==> config.mk <==
export PLATFORM = sky130hd
export DESIGN_NAME = lector_rom
export DESIGN_NICKNAME = d
export VERILOG_FILES = /design/src/rtl/lector_rom.sv
export SDC_FILE = /design/constraint.sdc
export NUM_CORES = 1
export LEC_CHECK = 0
export ABC_AREA = 1
export CORE_UTILIZATION = 44
export CTS_CLUSTER_DIAMETER = 150
export CTS_CLUSTER_SIZE = 14
export DETAILED_ROUTE_END_ITERATION = 16
export MAX_ROUTING_LAYER = met4
export PLACE_DENSITY = 0.85
export SLEW_MARGIN = 10
export SYNTH_ARGS = -nofsm -noshare
export SYNTH_HDL_FRONTEND = slang
export SYNTH_SLANG_ARGS = --single-unit
==> constraint.sdc <==
create_clock -name clk -period 3.6 [get_ports clk]
set_input_delay 0.36 -clock clk [delete_from_list [all_inputs] [get_ports clk]]
set_output_delay 0.36 -clock clk [all_outputs]
set_load 0.03 [all_outputs]
==> src/rtl/lector_rom.sv <==
`default_nettype none
//==============================================================================
// Module   : lector_rom
// Purpose  : Address sequencer and read front-end for the 256 x 8
//            combinational rom. On an accepted start pulse it walks the
//            inclusive address range dir_inicio..dir_fin (wrapping through
//            255 -> 0), registers each returned word and hands it
//            downstream on a valid/ready stream. One word per two cycles at
//            best (LEER + ENTREGAR).
// Revision : 1.0 - initial release
//------------------------------------------------------------------------------
// Ports
//   clk         in   1  clock, rising edge
//   rst_n       in   1  asynchronous, active-low reset
//   inicio      in   1  start pulse, honoured only while idle (REPOSO)
//   dir_inicio  in   8  first address, latched on accepted inicio
//   dir_fin     in   8  last address (inclusive), latched on accepted inicio
//   direccion   out  8  registered address to rom.direccion
//   dato_rom    in   8  word from rom.dato_s (combinational from direccion)
//   dato_s      out  8  registered word presented downstream
//   valido      out  1  dato_s holds a word not yet accepted
//   listo       in   1  downstream ready
//   ocupado     out  1  high while reading/delivering (LEER, ENTREGAR)
//   fin         out  1  one-cycle pulse after the last word is accepted
//   suma        out  8  running mod-256 checksum of delivered words
//                       (only when LECTOR_ROM_CHECKSUM_EN is defined)
//
// Build option
//   LECTOR_ROM_CHECKSUM_EN : adds the suma port and its accumulator.
//==============================================================================
module lector_rom (
   input  logic       clk,
   input  logic       rst_n,
   input  logic       inicio,
   input  logic [7:0] dir_inicio,
   input  logic [7:0] dir_fin,
   output logic [7:0] direccion,
   input  logic [7:0] dato_rom,
   output logic [7:0] dato_s,
   output logic       valido,
   input  logic       listo,
   output logic       ocupado,
   output logic       fin
`ifdef LECTOR_ROM_CHECKSUM_EN
   ,
   output logic [7:0] suma
`endif
);

   // FSM encoding
   localparam logic [1:0] REPOSO   = 2'd0;
   localparam logic [1:0] LEER     = 2'd1;
   localparam logic [1:0] ENTREGAR = 2'd2;
   localparam logic [1:0] FIN      = 2'd3;

   logic [1:0] r_estado;
   logic [7:0] r_direccion;
   logic [7:0] r_fin_dir;
   logic [7:0] r_dato;
   logic       r_valido;
   logic       r_ocupado;
   logic       r_fin;

   logic       w_acepta;
   logic       w_handshake;
   logic       w_ultima;

   assign w_acepta    = (r_estado == REPOSO) && inicio;
   assign w_handshake = (r_estado == ENTREGAR) && r_valido && listo;
   // Comparing against the latched end address (rather than counting words)
   // makes the wrap and full-256 cases fall out naturally: the range ends
   // the first time the incrementing address equals the end address.
   assign w_ultima    = (r_direccion == r_fin_dir);

   //---------------------------------------------------------------------------
   // Sequencer. ocupado and fin are registered alongside the state so that
   // neither listo nor inicio reaches an output combinationally.
   //---------------------------------------------------------------------------
   always_ff @(posedge clk or negedge rst_n) begin
      if (!rst_n) begin
         r_estado    <= REPOSO;
         r_direccion <= 8'h00;
         r_fin_dir   <= 8'h00;
         r_dato      <= 8'h00;
         r_valido    <= 1'b0;
         r_ocupado   <= 1'b0;
         r_fin       <= 1'b0;
      end else begin
         case (r_estado)
            REPOSO: begin
               if (w_acepta) begin
                  r_direccion <= dir_inicio;
                  r_fin_dir   <= dir_fin;
                  r_ocupado   <= 1'b1;
                  r_estado    <= LEER;
               end
            end

            LEER: begin
               // ROM output has had a full cycle to settle on r_direccion.
               r_dato   <= dato_rom;
               r_valido <= 1'b1;
               r_estado <= ENTREGAR;
            end

            ENTREGAR: begin
               // dato_s/valido are untouched until the handshake.
               if (w_handshake) begin
                  r_valido <= 1'b0;
                  if (w_ultima) begin
                     r_ocupado <= 1'b0;
                     r_fin     <= 1'b1;
                     r_estado  <= FIN;
                  end else begin
                     r_direccion <= r_direccion + 8'd1;
                     r_estado    <= LEER;
                  end
               end
            end

            FIN: begin
               r_fin    <= 1'b0;
               r_estado <= REPOSO;
            end

            default: begin
               r_valido  <= 1'b0;
               r_ocupado <= 1'b0;
               r_fin     <= 1'b0;
               r_estado  <= REPOSO;
            end
         endcase
      end
   end

`ifdef LECTOR_ROM_CHECKSUM_EN
   //---------------------------------------------------------------------------
   // Checksum: cleared on a new range, accumulates the word being accepted.
   // Holds its final value from the FIN cycle until the next accepted start.
   //---------------------------------------------------------------------------
   logic [7:0] r_suma;

   always_ff @(posedge clk or negedge rst_n) begin
      if (!rst_n) begin
         r_suma <= 8'h00;
      end else if (w_acepta) begin
         r_suma <= 8'h00;
      end else if (w_handshake) begin
         r_suma <= r_suma + r_dato;
      end
   end

   assign suma = r_suma;
`endif

   assign direccion = r_direccion;
   assign dato_s    = r_dato;
   assign valido    = r_valido;
   assign ocupado   = r_ocupado;
   assign fin       = r_fin;

endmodule
`default_nettype wire

Figure 1. Zoomed window.
Region (36, 36) to (56, 56) um. Cells in grey, sequential cells in the stronger grey; small squares are vias.
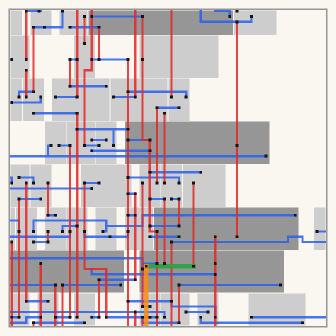
legend:
  green:
    layer: metal 3
  red:
    layer: metal 2
  orange:
    layer: metal 4
  blue:
    layer: metal 1
netlist names of flops here include: r_fin_dir (5)
most frequent: nand2_1 (17), dfrtp_1 (5), o21ai_1 (4)
sequential cells in the window: 5
cells with their middle in the window: 36

Figure 2. Drive-strength map.
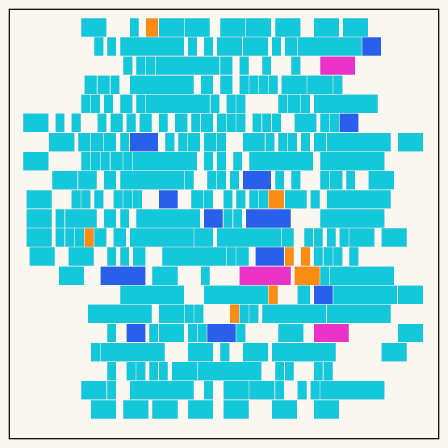
legend:
  magenta:
    size: _6 and larger
    cells: 3
    share: 1.2%
  blue:
    size: _3 and _4 cells
    cells: 12
    share: 4.7%
  orange:
    size: _2 cells
    cells: 8
    share: 3.1%
  cyan:
    size: _0 and _1 cells
    cells: 231
    share: 91%
fin area: 2110 um2
Final Worst Setup Slack: 1710 ps

==> ci_impl_report.md <==
### Yosys + OpenROAD results

| Metric | Value |
|---|---|
| Nets | `282` |
| Area Overhead vs Synth | `37.9%` |
| WS Path Type | `flip-flop to primary output` |
| DRT iter0 DRCs | `79` |
| WP data required | `3240 ps` |
| Routed wire per std cell | `11.4 um` |
| Maximum VDD drop | `0.149 mV` |
| Initial antenna violation count | `0` |
| Ys flop type | `dfrtp_1` |
| # DRC | `0` |
| # resized after CTS | `0` |
| Number of global-route vias before repair | `1322` |
| Combinational share of cell area | `0.336` |
| Critical path startpoint category | `flip-flop` |
| Critical path's largest stage delay | `730 ps` |
| Switching share of power | `0.206` |
| TritonCTS clock tree | `built` |
| Hold_buf cts | `0` |
| Top logic family | `simple AND/OR/NAND/NOR gates` |
| Cells after synthesis | `201` |
| Multi-In Gates | `149` |
| Comb area | `709 um2` |
| Most frequent cell after synthesis | `nand2_1` |
| Overflow after GRT | `0` |
| Sequential Power | `325 uW` |
| Synth top cells by count | `nand2_1 (101), dfrtp_1 (29), nand3_1 (19)` |
| Most frequent cells in the layout | `nand2_1 (101), clkdlybuf4s50_1 (46), dfrtp_1 (29)` |
| Number of fill cells in the layout | `313` |
| Comb pwr share | `0.062` |
| Clk latency late pin | `330 ps` |
| Max Used Layer | `met4` |
| Crit end category | `primary output` |
| HP Class | `input pin to asynchronous set/reset pin` |
| CP arrival | `1530 ps` |
| Final Cycle Share | `0.525` |
| Clk pin slew, worst setup/hold paths | `90 ps` |
| Wire length on met3 | `185 um` |
| RD Place Congestion | `0.826` |
| FF-to-FF End | `direccion[2]` |
| Top cell excl fill/tap | `nand2_1` |
| Total chip power | `585 uW` |
| Core Area | `3340 um2` |
| Setup_tns | `0 ps` |
| Final non-clock buffer share | `0.222` |
| Adder Area Share | `0.00818` |
| Number of diodes | `0` |
| Die width | `61.0 um` |
| Layout cells sized above 1 | `0.0906` |
| ClkCell Share | `0.0332` |
| First-pass GRT wire length | `5710 um` |
| Ys cells | `201` |
| CTS root buffer | `clkbuf_4` |
| Min Tclk post-route | `1890 ps` |
| Final count of pins violating max slew | `0` |
| Pwr Density | `277 nW/um2` |
| Status | `completed` |
| Post-detail-place hpwl | `2590 um` |
| Switching pwr | `120 uW` |
| Slew @ Worst Pin | `354 ps` |
| GR Util met2 | `0.344` |
| Number of synthesized flops with an enable pin | `0` |
| Routed wl met2 | `1620 um` |
| Max Clk Rate | `529 MHz` |
| Synthesized cell area | `1530 um2` |
| Pre-antenna DRT Iters | `5` |
| Crit Path Max Fanout | `7` |
| Post-Synth AOI/OAI Area | `0.0425` |
| Yosys chip area | `1530 um2` |
| Signal inverters | `21` |
| Routing usage on met3 | `0.0618` |
| XOR-XNOR Cells, Area Fraction | `0.0172` |
| IO Port Bufs | `46` |
| Via count | `1438` |
| Top Consumer | `sequential cells` |
| Flip-flops | `29` |
| Sequential Power Share | `0.557` |
| Metal1 wirelength | `1550 um` |
| Reg-to-reg startpoint | `direccion[6]` |
| GRT Resource Usage Total | `0.223` |
| Worst setup slack after placement | `2040 ps` |
| Placed Cells | `292` |
| Area leader share | `0.474` |
| Crit path from | `direccion[3]` |
| Unique cell types | `21` |
| FF-to-FF setup slack | `2190 ps` |
| Crit path cell chain | `clkdlybuf4s50_1` |
Power figures rest on the tool's default switching activity, not on a simulated workload.
